==> config.mk <==
export PLATFORM = sky130hd
export DESIGN_NAME = keybuf_entry
export DESIGN_NICKNAME = d
export VERILOG_FILES = /design/src/rtl/keybuf_entry.sv
export SDC_FILE = /design/constraint.sdc
export NUM_CORES = 1
export LEC_CHECK = 0
export CAP_MARGIN = 20
export CELL_PAD_IN_SITES_DETAIL_PLACEMENT = 1
export CELL_PAD_IN_SITES_GLOBAL_PLACEMENT = 1
export CORE_ASPECT_RATIO = 0.9
export CORE_MARGIN = 4
export CORE_UTILIZATION = 32
export CTS_BUF_LIST = sky130_fd_sc_hd__clkbuf_16
export DETAILED_ROUTE_END_ITERATION = 8
export HOLD_SLACK_MARGIN = 0.15
export PLACE_DENSITY_LB_ADDON = 0.1
export SLEW_MARGIN = 10
export SYNTH_ARGS = -nofsm -noshare
export SYNTH_HDL_FRONTEND = slang
export SYNTH_SLANG_ARGS = --single-unit
==> constraint.sdc <==
create_clock -name clock -period 1.9 [get_ports clock]
set_input_delay 0.57 -clock clock [delete_from_list [all_inputs] [get_ports clock]]
set_output_delay 0.57 -clock clock [all_outputs]
set_load 0.01 [all_outputs]
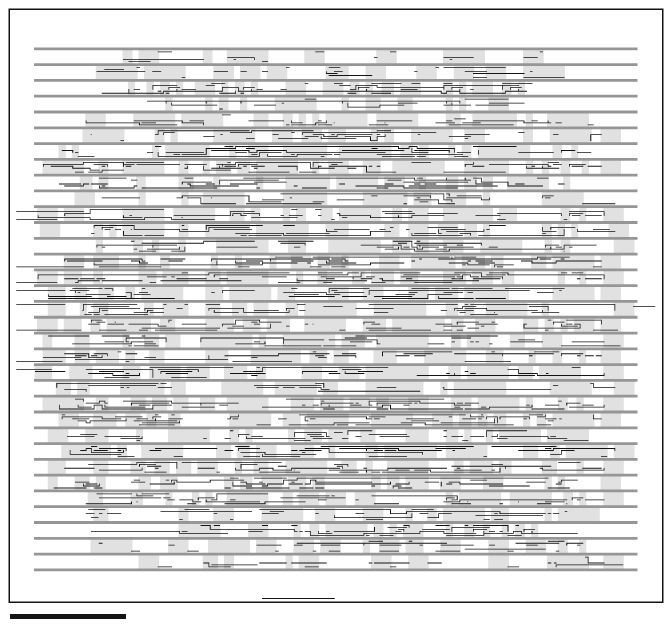
(images/met1.png)
The bar under the picture is 20 um long. Supply wires on this layer in gray. Cells faint in the background.
share of all routed wire: 46%
wire length on this layer: 5,130 um
main direction: horizontal
met1 Use GR: 0.232
routed wire length: 11,200 um
via count: 3,108

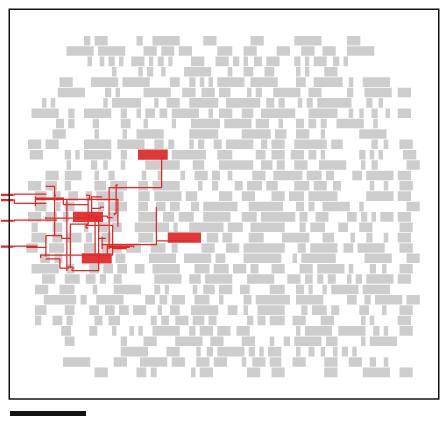
(images/port_nets.png)
The bar under the picture is 20 um long.
legend:
  red:
    port: `count`
    bits: 4
    direction: output
    edge: left
    end_cells: 4
    buffers: 8
    wire: 376 um
Port Buffer Count: 82
total I/O pin count: 83

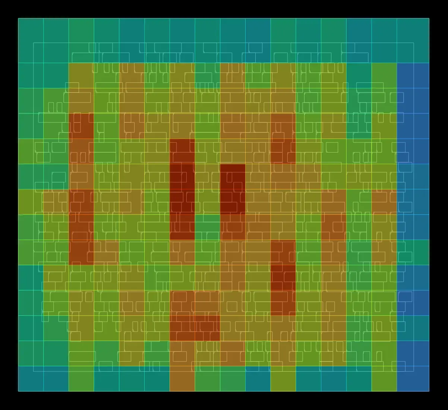
(images/final_congestion.png)
overall global routing resource usage: 0.182
M3 GR Usage: 0.0367
met2 usage in global routing: 0.315
WL/cell: 18.3 um
fin util: 0.539

==> results.cfg <==
; yosys + openroad results
[die]
dieArea_mm2 = 0.0114
die_y_um = 102
fp_util = 0.336
num_rows = 33
core-area_mm2 = 0.00933
die_x_um = 112

[worst_setup_path]
end_kind = flip-flop
r2r_cells = 6
path_depth = 6
crit_type = flip-flop to flip-flop
critPathSlowestCell = or4_4
critPathLaunchType = flip-flop
worstPathCellList = or4_4, a211oi_4, buf_6, clkbuf_16, nand2_1, a21oi_1
critPathTopFamily = simple AND/OR/NAND/NOR gates
worstPathArrival_ns = 2.19
path_buffers = 2
critical-path-max-stage-delay_ns = 0.55
cp.required_ns = 2.15
cp_max_fo = 5
regToRegSetupSlack_ns = -0.03

[final_layout]
area_growth_pct = 60.4
final_common_cell = nand2_1
mostFrequentLayoutCells = nand2_1, clkdlybuf4s50_1, dfxtp_1
nNetsFinal = 502
final_cells = 614
layout-drive-gt1-share = 0.270
diodes = 0
nFillCells = 1101
final_cell_area_mm2 = 0.00503

[sta]
rsz0062_at_grt = true
finalHoldViolCount = 0
worstMarginPinSlew_ns = 0.429
setup_violations = 9
min_period_ns = 1.93
layout_setup_ws_ns = -0.0348
setup_tns_ns = -0.107
holdWs_ns = 0.450
max_freq_mhz = 517
drv_slew = 0
finalClockPeriodUsage = 1.02
slew_headroom = 0.713
skew_ns = 0.00527

[logic_synthesis]
synth_cells = 373
ys_types = 37
ys_seq_share = 0.460
yosysChipArea_mm2 = 0.00313
most_common_cell = nand2_1
synth_stat.cells = 373
synthFlopType = dfxtp_1
numSynthFlops = 72
yosysTopAreaCell = dfxtp_1
ys_warn_count = 0
synth-edff-count = 0
synthTopCellsByArea = dfxtp_1, nand2_1, a21oi_1, mux2i_1, or3_1
synth.avg_cell_area_um2 = 8.40
yosysTopAreaCellShare = 0.460
async_flop_share = 0
top_cells_by_count = nand2_1, a21oi_1, dfxtp_1, or3_1, mux2i_1
syn_area_mm2 = 0.00313
syn-num-nets = 387

[power_and_ir_drop]
maxPowerGroup = the clock network
vdd_drop_max_v = 0.000467
clk-power_uw = 1660
internal_power_uw = 2780
netSwitchingPower_uw = 927
powerComb_uw = 512
p_leak_uw = 0.00184
p_clk_frac = 0.448
pwr-share-seq = 0.413
pg_seq_uw = 1530
p_comb_frac = 0.138
swShare = 0.250
power_uw = 3710
p_per_area_mw_per_mm2 = 737

[drt]
dr_wl_met3_um = 388
drtPass1Iterations = 4
top_layer = met4
initialDrtViolationCount = 69
drtAntennaViolNets = 0
wl_met1_um = 5130
drc_errors = 0
via_per_inst = 5.06
met2_length_um = 5540

[status]
violations = negative setup slack
outcome = finished, violations left

[placement]
dp_slack_ns = -0.585
dp_hpwl_um = 6980
place.gp.congestion = 0.782
place_area_mm2 = 0.00432
dpl.cell_count = 585

[run]
drv_cap = 0
openroad.warnings = 27

[cts]
clk_path_buf_depth = 2
cts_root_buffer = clkbuf_16
clk_pin_slew_ns = 0.06
cts_tree = yes
numClockSinks = 72
htreeDepth = 3
numCtsBuffers = 9
clock_latency_ns = 0.32

[global_route]
grt_max_degree = 48
top_usage_layer = met2
grt_pass1_vias = 3209
grt_pass1_wl_um = 16600
grt_overflow_total = 0
antenna_found_initial = 0

[min_path]
hp-class = flip-flop to flip-flop
holdPathStages = 2
==> final cells by class <==
type                            instances  area (um2)  share of cell area
Timing Repair Buffer                  135        1410               0.280
Clock inverter                          6        62.6              0.0124
Sequential cell                        72        1460               0.291
Inverter                                2        7.51             0.00149
Tap cell                              122         153              0.0304
Multi-Input combinational cell        268        1710               0.339
Clock buffer                            9         225              0.0448
==> timing repair <==
item / 4_1_cts / 5_1_grt
pin swaps: 4 / 41
cloned: 1 / 7
buffers inserted: 5 / 1
gates resized: 26 / 52
hold buffers: 0 / 0
endpoints found under the setup margin: 50 / 39
==> cell families after synthesis <==
family	count (synthesis)	synth area share
DFF	72	0.460
xor gates and xnor gates	1	0.00279
adders and majority gates	3	0.0144
buffers and inverters	33	0.0527
AOI/OAI and AO/OA	82	0.145
and+or+nand+nor	154	0.236
muxes	28	0.0894
Power and IR drop assume default switching activity.
